--- config.mk ---
export PLATFORM = sky130hd
export DESIGN_NAME = divider_scheduler
export DESIGN_NICKNAME = d
export VERILOG_FILES = /design/src/rtl/divider_scheduler.sv
export SDC_FILE = /design/constraint.sdc
export NUM_CORES = 1
export LEC_CHECK = 0
export CAP_MARGIN = 5
export CORE_MARGIN = 2
export CORE_UTILIZATION = 30
export CTS_BUF_LIST = sky130_fd_sc_hd__clkbuf_16
export DETAILED_ROUTE_END_ITERATION = 10
export SLEW_MARGIN = 20
export SYNTH_ARGS = -nofsm -noshare
export SYNTH_HDL_FRONTEND = slang
export SYNTH_SLANG_ARGS = --single-unit
--- constraint.sdc ---
create_clock -name clockin -period 3.4 [get_ports clockin]
set_input_delay 0.34 -clock clockin [delete_from_list [all_inputs] [get_ports clockin]]
set_output_delay 0.34 -clock clockin [all_outputs]
set_load 0.01 [all_outputs]
--- src/rtl/divider_scheduler.sv ---
// divider_scheduler: programmable clock divider with glitch-free reconfiguration.
//
// Produces a registered divided clock (clockout) whose period is N clockin cycles and whose
// high-time is H cycles. A new (N, H) may be offered at any time through a valid/ready
// handshake. While running, an accepted configuration waits in a single pending slot and is
// applied only at a period boundary, so every emitted period uses one consistent (N, H).
// Dropping enable lets the current period finish before returning to idle.
//
// Ports:
//   clockin      in   single clock, all logic on its rising edge
//   reset        in   asynchronous active-low reset
//   enable       in   request the divided clock to run
//   cfg_valid    in   new configuration offered
//   cfg_ratio    in   requested divide ratio N (WIDTH bits)
//   cfg_high     in   requested high-time H in clockin cycles (WIDTH bits)
//   cfg_ready    out  configuration can be accepted
//   cfg_err      out  one-cycle pulse: offered configuration was rejected
//   clockout     out  registered divided clock
//   period_done  out  one-cycle pulse on the last cycle of each period
//   active       out  high while running or draining
module divider_scheduler #(
  parameter int unsigned WIDTH     = 8,
  parameter int unsigned DEF_RATIO = 2,
  parameter int unsigned DEF_HIGH  = 1
) (
  input  logic             clockin,
  input  logic             reset,
  input  logic             enable,
  input  logic             cfg_valid,
  input  logic [WIDTH-1:0] cfg_ratio,
  input  logic [WIDTH-1:0] cfg_high,
  output logic             cfg_ready,
  output logic             cfg_err,
  output logic             clockout,
  output logic             period_done,
  output logic             active
);

  localparam logic [WIDTH-1:0] Zero = '0;
  localparam logic [WIDTH-1:0] One  = WIDTH'(1);
  localparam logic [WIDTH-1:0] Two  = WIDTH'(2);

  typedef enum logic [1:0] {StIdle, StRun, StDrain} state_e;

  state_e           state_q, state_d;
  logic [WIDTH-1:0] cnt_q, cnt_d;
  logic [WIDTH-1:0] ratio_q, ratio_d;
  logic [WIDTH-1:0] high_q, high_d;
  logic [WIDTH-1:0] pratio_q, pratio_d;
  logic [WIDTH-1:0] phigh_q, phigh_d;
  logic             pend_q, pend_d;
  logic             clockout_d, period_done_d, active_d, cfg_err_d;

  logic xfer, legal, boundary, run_d;

  // Ready depends only on registered state, never on cfg_valid.
  assign cfg_ready = (state_q == StIdle) | ~pend_q;
  assign xfer      = cfg_valid & cfg_ready;
  assign legal     = (cfg_ratio >= Two) && (cfg_high != Zero) && (cfg_high < cfg_ratio);
  assign boundary  = (state_q != StIdle) && (cnt_q == ratio_q - One);

  always_comb begin
    state_d  = state_q;
    cnt_d    = cnt_q;
    ratio_d  = ratio_q;
    high_d   = high_q;
    pratio_d = pratio_q;
    phigh_d  = phigh_q;
    pend_d   = pend_q;

    unique case (state_q)
      StIdle: begin
        // Nothing is emitting, so a legal configuration takes effect immediately.
        if (xfer && legal) begin
          ratio_d = cfg_ratio;
          high_d  = cfg_high;
        end
        cnt_d = Zero;
        if (enable) state_d = StRun;
      end
      StRun, StDrain: begin
        if (boundary) begin
          cnt_d = Zero;
          // Swap uses the pending slot as it stood before this edge; an acceptance on the
          // boundary cycle itself waits for the following boundary.
          if (pend_q) begin
            ratio_d = pratio_q;
            high_d  = phigh_q;
            pend_d  = 1'b0;
          end
          state_d = enable ? StRun : StIdle;
        end else begin
          cnt_d   = cnt_q + One;
          state_d = enable ? StRun : StDrain;
        end
        // Only reachable with pend_q low, since ready is ~pend_q here.
        if (xfer && legal) begin
          pend_d   = 1'b1;
          pratio_d = cfg_ratio;
          phigh_d  = cfg_high;
        end
      end
      default: state_d = StIdle;
    endcase

    // Outputs are derived from next state so they line up with the registered counter.
    run_d         = (state_d != StIdle);
    clockout_d    = run_d && (cnt_d < high_d);
    period_done_d = run_d && (cnt_d == ratio_d - One);
    active_d      = run_d;
    cfg_err_d     = xfer & ~legal;
  end

  always_ff @(posedge clockin or negedge reset) begin
    if (!reset) begin
      state_q     <= StIdle;
      cnt_q       <= Zero;
      ratio_q     <= WIDTH'(DEF_RATIO);
      high_q      <= WIDTH'(DEF_HIGH);
      pratio_q    <= Zero;
      phigh_q     <= Zero;
      pend_q      <= 1'b0;
      clockout    <= 1'b0;
      period_done <= 1'b0;
      active      <= 1'b0;
      cfg_err     <= 1'b0;
    end else begin
      state_q     <= state_d;
      cnt_q       <= cnt_d;
      ratio_q     <= ratio_d;
      high_q      <= high_d;
      pratio_q    <= pratio_d;
      phigh_q     <= phigh_d;
      pend_q      <= pend_d;
      clockout    <= clockout_d;
      period_done <= period_done_d;
      active      <= active_d;
      cfg_err     <= cfg_err_d;
    end
  end

endmodule

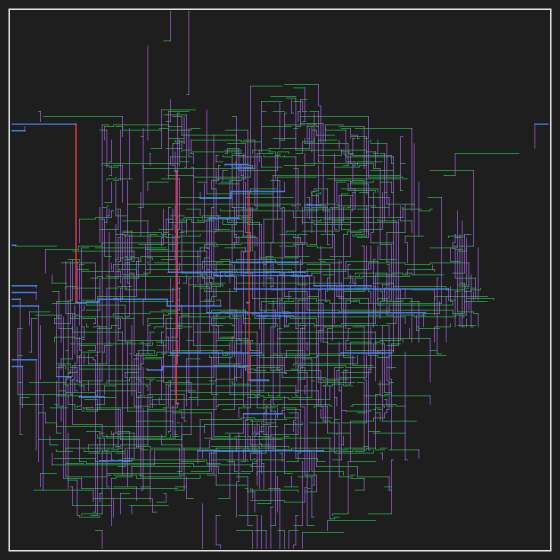
(routed metal, one colour a layer)
Green shows met1, wire length 4220 µm. Blue shows met3, wire length 375 µm. Red shows met4, wire length 121 µm. Purple shows met2, wire length 4860 µm.
drt total wl: 9.58 mm
Routed WL per cell: 16.2 µm
Vias: 3050

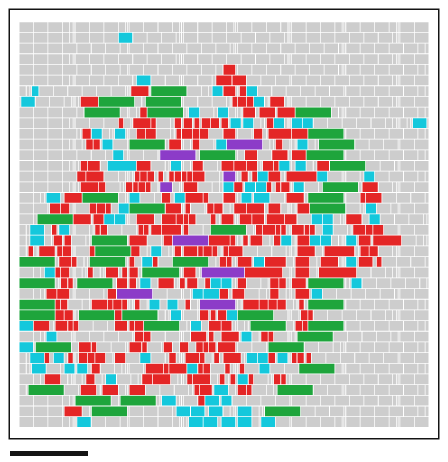
(cell classes on the final placement)
The bar under the picture is 20 µm long. Fill, decap, tap and diode cells in grey.
Green shows flip-flops, cells 47. Red shows all other logic, cells 296. Purple shows clock drivers and dummy loads, cells 8. Cyan shows other buffers and delay cells, cells 100.

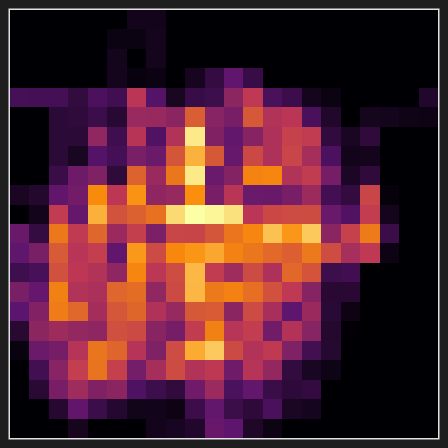
(signal metal coverage by tile)
The die is cut into 22 by 22 equal tiles; black is low, pale yellow is high, scaled to the fullest tile. Values are wire area over tile area, all layers added.
22% of the tiles are over half the peak. The mean over all tiles is 0.12. The densest ninth of the die: centre. The fullest tile reaches 0.50. 34% of the tiles are nearly empty.
GRT Overall Usage: 0.173

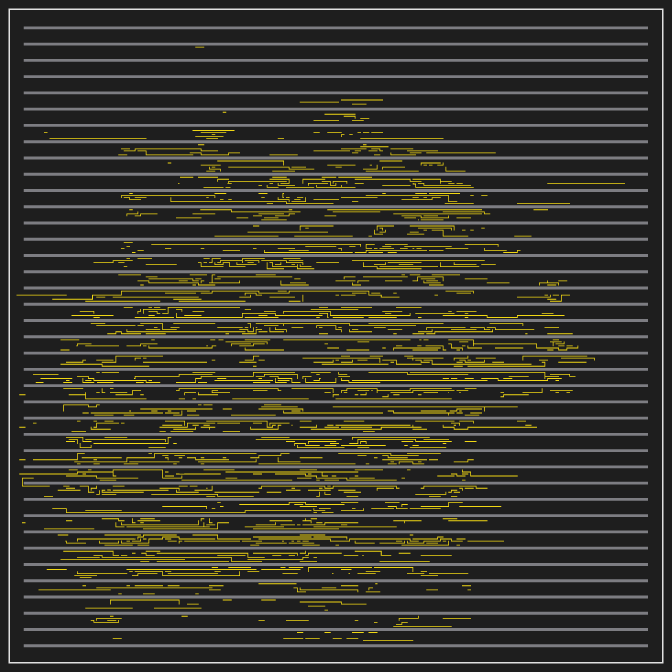
(signal wires on met1)
Supply wires on this layer in grey.
The layer carries 4220 µm of wire. The wires run mostly horizontal.

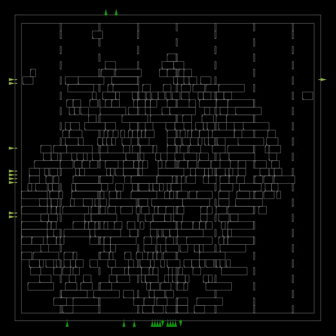
(cell outlines without signal wires)
non-filler instance count after layout: 591
Seq area share: 0.264
core area: 10800 µm²
row cnt: 38

==> ci_impl_report.md <==
## PnR job results

| Metric | Value |
|---|---|
| DP Cell Count | `581` |
| Internal power | `0.00226 W` |
| Dpl ws | `-0.362 ns` |
| Vias per cell | `5.16` |
| Ant diodes | `0` |
| Placer Congestion | `0.913` |
| DR pass1 iterations | `4` |
| Final net count | `489` |
| Crit path capture type | `flip-flop` |
| Dominant logic cell types in the final layout | `72 x buf_4, 45 x dfrtp_1, 44 x nand2_1` |
| Root Buffer | `clkbuf_16` |
| RSZ-0062 raised after global routing | `yes` |
| Worst hold path class | `reg2reg` |
| Clock-net power | `0.000578 W` |
| Number of ordinary inverters in the final layout | `27` |
| Seq pwr share | `0.243` |
| Async set or reset register ratio after synthesis | `1.00` |
| Met1 usage | `0.230` |
| Fin. Hold Viols | `0` |
| Clk pwr share | `0.152` |
| Slowest cell delay on critical path | `0.55 ns` |
| Mux area share | `0.0620` |
| Final Util | `0.414` |
| Most common cell on crit path | `or4_4` |
| Min Tclk post-route | `3.63 ns` |
| Logic area | `2010 µm²` |
| Post-CTS setup buffer count | `0` |
| CTS tree | `done` |
| Maxcap violations | `0` |
| I/O Buffers | `24` |
| Top layer in use | `met4` |
| Hold EP | `pratio_q[7]$_DFFE_PN0P_` |
| Cell taking the most area after synthesis | `dfrtp_1` |
| Non-CTS buffers | `100` |
| Power, Total | `0.00380 W` |
| Fin crit share | `1.07` |
| Final Instance Area | `4460 µm²` |
| Logic pwr share | `0.605` |
| Met3 Wirelength | `375 µm` |
| Switching Fraction | `0.405` |
| Synth warn | `0` |
| Setup crit end | `period_done$_DFF_PN0_` |
| EDFF count, synth | `0` |
| Flop2flop setup slack | `-0.23 ns` |
| # DRC | `0` |
| Cts-stage hold buffer count | `1` |
| Switching pwr | `0.00154 W` |
| CP delay by family, top | `simple AND/OR/NAND/NOR gates` |
| Worst Reg-to-Reg Cells | `12` |
| Vias in the first global route | `3101` |
| Post-DP Area | `4220 µm²` |
| Initial antenna violation count | `0` |
| Largest power group | `combinational cells` |
| TNS Setup | `-0.298 ns` |
| Simple share | `0.216` |
| P_comb | `0.00230 W` |
| Endpoints failing setup | `2` |
| Routed wl met2 | `4.86 mm` |
| Tool warnings | `30` |
| Mean Syn Cell Area | `9.15 µm²` |
| Power of the sequential group | `0.000926 W` |
| Synth Area in Adders | `0.0718` |
| Critical Path Start | `ratio_q[0]$_DFF_PN0_` |
| Hold Startpoint | `pratio_q[7]$_DFFE_PN0P_` |
| Post-Syn Area | `3310 µm²` |
| DRT iter0 DRCs | `134` |
| Yosys cell types | `68` |
| Xor+xnor area frac | `0.0476` |
| Seq. cell area | `1180 µm²` |
| Met2 GRT Util | `0.299` |
| Die X-Extent | `109 µm` |
| Synth logic family | `simple AND/OR/NAND/NOR gates` |
| CTS buffer count | `5` |
| Final setup margin | `-0.226 ns` |
| Failing checks | `negative setup slack` |
| Achievable frequency | `276 MHz` |
| Share of layout cells above drive strength 1 | `0.268` |
| Number of logic gates | `269` |
| Logic share of the area | `0.449` |
| Status | `complete, but fails checks` |
| P&R area growth vs syn | `34.8%` |
| Top class by area | `multi-input combinational cells` |
| Cell area leaders | `dfrtp_1 34%, ha_1 7.2%, nand2_1 5.1%, mux2_2 3.4%, o21ai_0 3.2%` |
| YS chip area | `3310 µm²` |
| Largest net degree at the start of global routing | `32` |
| WP depth | `12` |
| Grt peak-use layer | `met2` |
| NonClk Buf Share | `0.186` |
| I/O pin cnt | `25` |
| Max Slew Vio Count | `0` |
| Pleak | `2.04 nW` |
| Floorplan Nets | `401` |
| Hold path depth | `2` |
| Worst path slowest cell | `or4_4` |
| Post-cts resize count | `9` |
| Worst Tran Pin Value | `0.473 ns` |
| Chip height | `109 µm` |
| Chip Area | `11900 µm²` |
| Post-Syn Instances | `362` |
| GRT met3 Usage | `0.0233` |
| Post-synth top area share | `0.340` |
| Worst-path cell chain | `or4_4 -> or3_4 -> a211oi_4 -> o2111ai_4 -> a21o_4 -> a221oi_4 -> buf_6 -> inv_4 -> or4_4 -> nor3_4 -> mux2i_1 -> nor4_2` |
| Reg2reg end | `period_done$_DFF_PN0_` |
| Crit path kind | `reg2reg` |
| Final hold slack | `0.498 ns` |
| Fillers | `1051` |
| Clock slew at reported path FFs | `0.07 ns` |
| Crit path buffers/inverters | `2` |
| CP required | `3.59 ns` |
Power figures rest on the tool's default switching activity, not on a simulated workload.
